<file path="config.mk">
export PLATFORM = sky130hd
export DESIGN_NAME = debug_ctrl_flat
export DESIGN_NICKNAME = d
export VERILOG_FILES = /design/src/rtl/debug_ctrl_if.sv /design/src/rtl/debug_ctrl.sv /design/src/flat_wrapper.sv
export SDC_FILE = /design/constraint.sdc
export NUM_CORES = 1
export LEC_CHECK = 0
export CORE_AREA = 2 2 148 150
export DETAILED_ROUTE_END_ITERATION = 16
export DIE_AREA = 0 0 150 152
export PLACE_DENSITY = 0.68
export SETUP_SLACK_MARGIN = 0.4
export SLEW_MARGIN = 20
export SYNTH_ARGS = -nofsm -noshare
export SYNTH_HDL_FRONTEND = slang
export SYNTH_SLANG_ARGS = --single-unit
</file>
<file path="constraint.sdc">
create_clock -name clk -period 2.45 [get_ports clk]
set_input_delay 0.245 -clock clk [delete_from_list [all_inputs] [get_ports clk]]
set_output_delay 0.245 -clock clk [all_outputs]
set_load 0.02 [all_outputs]
</file>
<file path="src/rtl/debug_ctrl_if.sv">
// Debug host link: command channel into debug_ctrl and response channel back out.
// Both channels use valid/ready; a transfer happens on a cycle where both are high.
interface debug_ctrl_if #(
  parameter int XLEN = 32
);
  logic            cmd_valid;
  logic            cmd_ready;
  logic [2:0]      cmd_op;
  logic [1:0]      cmd_tgt;
  logic [XLEN-1:0] cmd_addr;
  logic [XLEN-1:0] cmd_data;
  logic            rsp_valid;
  logic            rsp_ready;
  logic [XLEN-1:0] rsp_data;
  logic            rsp_err;

  modport master (
    output cmd_valid, cmd_op, cmd_tgt, cmd_addr, cmd_data, rsp_ready,
    input  cmd_ready, rsp_valid, rsp_data, rsp_err
  );

  modport slave (
    input  cmd_valid, cmd_op, cmd_tgt, cmd_addr, cmd_data, rsp_ready,
    output cmd_ready, rsp_valid, rsp_data, rsp_err
  );
endinterface

</file>
<file path="src/rtl/debug_ctrl.sv">
// Debug controller: halt/resume/step the core and access imem/dmem/regfile; response 1 cycle after accept
// (2 for write/step, RD_LAT+1 for read). One command in flight; response held until rsp_ready.
module debug_ctrl #(
  parameter int XLEN         = 32,
  parameter int RAW          = 5,
  parameter int RD_LAT       = 1,
  parameter bit RESET_HALTED = 1'b1
) (
  input  logic            clk,
  input  logic            rst,
  debug_ctrl_if.slave     dbg,
  output logic            core_stall,
  output logic            halted,
  output logic            imem_oe,
  output logic            imem_we,
  output logic [XLEN-1:0] imem_addr,
  output logic [XLEN-1:0] imem_data,
  input  logic [XLEN-1:0] imem_rdata,
  output logic            dmem_oe,
  output logic            dmem_we,
  output logic [XLEN-1:0] dmem_addr,
  output logic [XLEN-1:0] dmem_data,
  input  logic [XLEN-1:0] dmem_rdata,
  output logic            reg_oe,
  output logic            reg_we,
  output logic [RAW-1:0]  reg_ra,
  output logic [XLEN-1:0] reg_data,
  input  logic [XLEN-1:0] reg_rdata
);

  localparam logic [2:0] S_RUN    = 3'd0;
  localparam logic [2:0] S_HALTED = 3'd1;
  localparam logic [2:0] S_STEP   = 3'd2;
  localparam logic [2:0] S_WR     = 3'd3;
  localparam logic [2:0] S_RD     = 3'd4;
  localparam logic [2:0] S_RSP    = 3'd5;
  localparam logic [2:0] S_INIT   = RESET_HALTED ? S_HALTED : S_RUN;

  localparam logic [2:0] OP_HALT   = 3'd0;
  localparam logic [2:0] OP_RESUME = 3'd1;
  localparam logic [2:0] OP_STEP   = 3'd2;
  localparam logic [2:0] OP_READ   = 3'd3;
  localparam logic [2:0] OP_WRITE  = 3'd4;

  localparam logic [1:0] TGT_IMEM = 2'd0;
  localparam logic [1:0] TGT_DMEM = 2'd1;
  localparam logic [1:0] TGT_REG  = 2'd2;

  typedef struct packed {
    logic [1:0]      tgt;
    logic [XLEN-1:0] addr;
    logic [XLEN-1:0] data;
  } cmd_t;

  logic [2:0]      state;
  cmd_t            cmd_q;
  logic [2:0]      rd_cnt;
  logic [XLEN-1:0] rsp_dat_q;
  logic            rsp_err_q;
  logic            halt_after;
  logic            bad_access;
  logic            bus_act;
  logic [XLEN-1:0] sel_rdata;

  // Memory accesses are only legal while halted, to an existing target and register index.
  assign bad_access = (state == S_RUN) || (dbg.cmd_tgt == 2'd3) ||
                      ((dbg.cmd_tgt == TGT_REG) && (|dbg.cmd_addr[XLEN-1:RAW]));

  always_comb begin
    sel_rdata = '0;
    case (cmd_q.tgt)
      TGT_IMEM: sel_rdata = imem_rdata;
      TGT_DMEM: sel_rdata = dmem_rdata;
      TGT_REG:  sel_rdata = reg_rdata;
      default:  sel_rdata = '0;
    endcase
  end

  always_ff @(posedge clk) begin
    if (rst) begin
      state      <= S_INIT;
      cmd_q      <= '0;
      rd_cnt     <= '0;
      rsp_dat_q  <= '0;
      rsp_err_q  <= 1'b0;
      halt_after <= RESET_HALTED;
    end else begin
      case (state)
        S_RUN, S_HALTED: begin
          if (dbg.cmd_valid) begin
            cmd_q      <= '{tgt: dbg.cmd_tgt, addr: dbg.cmd_addr, data: dbg.cmd_data};
            rsp_dat_q  <= '0;
            rsp_err_q  <= 1'b0;
            halt_after <= (state == S_HALTED);
            state      <= S_RSP;
            case (dbg.cmd_op)
              OP_HALT:   halt_after <= 1'b1;
              OP_RESUME: halt_after <= 1'b0;
              OP_STEP: begin
                if (state == S_HALTED) state <= S_STEP;
                else rsp_err_q <= 1'b1;
              end
              OP_READ: begin
                if (bad_access) begin
                  rsp_err_q <= 1'b1;
                end else begin
                  state  <= S_RD;
                  rd_cnt <= 3'(RD_LAT - 1);
                end
              end
              OP_WRITE: begin
                if (bad_access) rsp_err_q <= 1'b1;
                else state <= S_WR;
              end
              default: rsp_err_q <= 1'b1;
            endcase
          end
        end
        S_STEP: state <= S_RSP;
        S_WR:   state <= S_RSP;
        S_RD: begin
          // Read data is captured on the final cycle of the oe window.
          if (rd_cnt == 3'd0) begin
            rsp_dat_q <= sel_rdata;
            state     <= S_RSP;
          end else begin
            rd_cnt <= rd_cnt - 3'd1;
          end
        end
        S_RSP: begin
          if (dbg.rsp_ready) state <= halt_after ? S_HALTED : S_RUN;
        end
        default: state <= S_INIT;
      endcase
    end
  end

  assign bus_act        = (state == S_WR) || (state == S_RD);
  assign dbg.cmd_ready  = (state == S_RUN) || (state == S_HALTED);
  assign dbg.rsp_valid  = (state == S_RSP);
  assign dbg.rsp_data   = dbg.rsp_valid ? rsp_dat_q : '0;
  assign dbg.rsp_err    = dbg.rsp_valid ? rsp_err_q : 1'b0;

  assign core_stall = !((state == S_RUN) || (state == S_STEP));
  assign halted     = core_stall && (state != S_STEP);

  assign imem_oe   = (state == S_RD) && (cmd_q.tgt == TGT_IMEM);
  assign imem_we   = (state == S_WR) && (cmd_q.tgt == TGT_IMEM);
  assign imem_addr = (bus_act && (cmd_q.tgt == TGT_IMEM)) ? cmd_q.addr : '0;
  assign imem_data = imem_we ? cmd_q.data : '0;

  assign dmem_oe   = (state == S_RD) && (cmd_q.tgt == TGT_DMEM);
  assign dmem_we   = (state == S_WR) && (cmd_q.tgt == TGT_DMEM);
  assign dmem_addr = (bus_act && (cmd_q.tgt == TGT_DMEM)) ? cmd_q.addr : '0;
  assign dmem_data = dmem_we ? cmd_q.data : '0;

  assign reg_oe   = (state == S_RD) && (cmd_q.tgt == TGT_REG);
  assign reg_we   = (state == S_WR) && (cmd_q.tgt == TGT_REG);
  assign reg_ra   = (bus_act && (cmd_q.tgt == TGT_REG)) ? cmd_q.addr[RAW-1:0] : '0;
  assign reg_data = reg_we ? cmd_q.data : '0;

endmodule
</file>
<file path="src/flat_wrapper.sv">
// flat-port wrapper written by rule: the top's interface ports become plain ports
module debug_ctrl_flat 
#(
  parameter int XLEN         = 32,
  parameter int RAW          = 5,
  parameter int RD_LAT       = 1,
  parameter bit RESET_HALTED = 1'b1
)
  (clk, rst, core_stall, halted, imem_oe, imem_we, imem_addr, imem_data, imem_rdata, dmem_oe, dmem_we, dmem_addr, dmem_data, dmem_rdata, reg_oe, reg_we, reg_ra, reg_data, reg_rdata, dbg_cmd_valid, dbg_cmd_op, dbg_cmd_tgt, dbg_cmd_addr, dbg_cmd_data, dbg_rsp_ready, dbg_cmd_ready, dbg_rsp_valid, dbg_rsp_data, dbg_rsp_err);
  debug_ctrl_if #(.XLEN(XLEN)) dbg_i ();
  input  logic clk;
  input  logic rst;
  output logic core_stall;
  output logic halted;
  output logic imem_oe;
  output logic imem_we;
  output logic [XLEN-1:0] imem_addr;
  output logic [XLEN-1:0] imem_data;
  input  logic [XLEN-1:0] imem_rdata;
  output logic dmem_oe;
  output logic dmem_we;
  output logic [XLEN-1:0] dmem_addr;
  output logic [XLEN-1:0] dmem_data;
  input  logic [XLEN-1:0] dmem_rdata;
  output logic reg_oe;
  output logic reg_we;
  output logic [RAW-1:0] reg_ra;
  output logic [XLEN-1:0] reg_data;
  input  logic [XLEN-1:0] reg_rdata;
  input wire logic [$bits(dbg_i.cmd_valid)-1:0] dbg_cmd_valid;
  input wire logic [$bits(dbg_i.cmd_op)-1:0] dbg_cmd_op;
  input wire logic [$bits(dbg_i.cmd_tgt)-1:0] dbg_cmd_tgt;
  input wire logic [$bits(dbg_i.cmd_addr)-1:0] dbg_cmd_addr;
  input wire logic [$bits(dbg_i.cmd_data)-1:0] dbg_cmd_data;
  input wire logic [$bits(dbg_i.rsp_ready)-1:0] dbg_rsp_ready;
  output wire logic [$bits(dbg_i.cmd_ready)-1:0] dbg_cmd_ready;
  output wire logic [$bits(dbg_i.rsp_valid)-1:0] dbg_rsp_valid;
  output wire logic [$bits(dbg_i.rsp_data)-1:0] dbg_rsp_data;
  output wire logic [$bits(dbg_i.rsp_err)-1:0] dbg_rsp_err;
  assign dbg_i.cmd_valid = dbg_cmd_valid;
  assign dbg_i.cmd_op = dbg_cmd_op;
  assign dbg_i.cmd_tgt = dbg_cmd_tgt;
  assign dbg_i.cmd_addr = dbg_cmd_addr;
  assign dbg_i.cmd_data = dbg_cmd_data;
  assign dbg_i.rsp_ready = dbg_rsp_ready;
  assign dbg_cmd_ready = dbg_i.cmd_ready;
  assign dbg_rsp_valid = dbg_i.rsp_valid;
  assign dbg_rsp_data = dbg_i.rsp_data;
  assign dbg_rsp_err = dbg_i.rsp_err;
  debug_ctrl #(.XLEN(XLEN), .RAW(RAW), .RD_LAT(RD_LAT), .RESET_HALTED(RESET_HALTED)) u_core (.clk(clk), .rst(rst), .dbg(dbg_i), .core_stall(core_stall), .halted(halted), .imem_oe(imem_oe), .imem_we(imem_we), .imem_addr(imem_addr), .imem_data(imem_data), .imem_rdata(imem_rdata), .dmem_oe(dmem_oe), .dmem_we(dmem_we), .dmem_addr(dmem_addr), .dmem_data(dmem_data), .dmem_rdata(dmem_rdata), .reg_oe(reg_oe), .reg_we(reg_we), .reg_ra(reg_ra), .reg_data(reg_data), .reg_rdata(reg_rdata));
endmodule
</file>
Fig. 1: run 1, the metal 3 layer
Bar = 50 microns. Cells faint in the background.
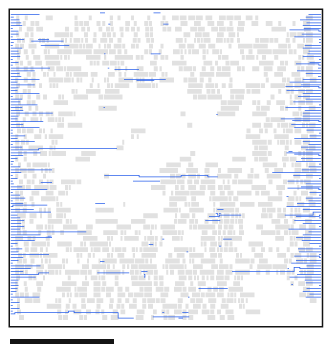
longest straight run	37.5 microns
share of all routed wire	8.2%
nets with wire on the layer	234
wire length on this layer	1,990 microns
met3 Use GR: 0.0486
aggregate routed wire length: 24.2 mm
vias: 6,807

Fig. 2: run 1, the metal 1 layer
Bar = 50 microns.
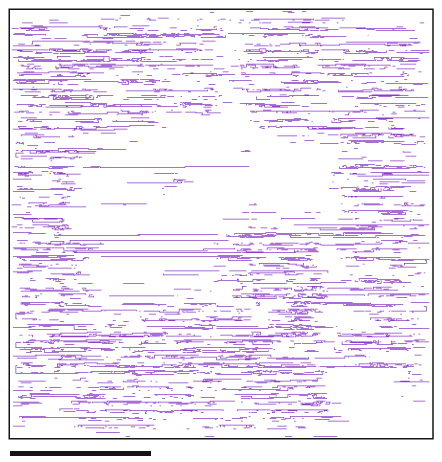
longest straight run	59.3 microns
share of all routed wire	41%
wire length on this layer	9,840 microns
GR Layer Usage met1: 0.231

Fig. 3: run 1, met4 routing
Bar = 50 microns.
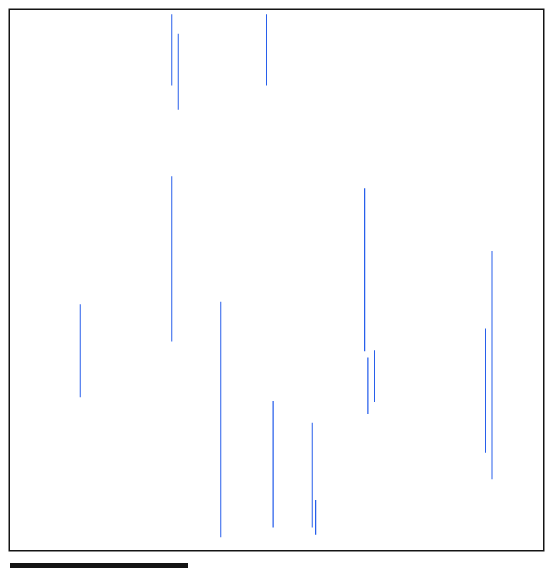
longest straight run	66.0 microns
wire length on this layer	447 microns

==> flow_summary.yaml <==
# synthesis and place-and-route metrics
run_status:
  status: "finished, final reports clean"
final_layout:
  post-route-util: 0.486
  fin_cells: 1465
  seq_area_frac: 0.206
  fin_nets: 1351
global_routing:
  busiest_layer: "met2"
timing:
  setup_ws_ns: 0.244
  finalHoldViolCount: 0
  worst_pin_slew_ns: 0.607
yosys:
  synth_area_leader_cell: "dfxtp_1"
  ys_cells: 818
  synthesis.nets: 989
  ys.flops: 106
job:
  log.warning_count: 29
die:
  rows: 54
  io_pins: 377
  die_w_microns: 150
worst_setup_path:
  crit_buf_inv: 3
  path_delay_family: "simple AND/OR/NAND/NOR gates"
  crit_chain: "or3_4, nor3_4, nor2_4, buf_6, clkbuf_16, nor2b_1, buf_4"
  rr_worst_depth: 7
  rr_endpoint: "u_core.rsp_dat_q[8]"
pwr:
  pg_clk_mw: 1.47
  top_power_group: "registers"
  seq_power_share: 0.444
clock_tree:
  root_buffer: "clkbuf_16"
  cts_sinks: 106
No activity file was given, so power comes from the tool's default toggle rates.
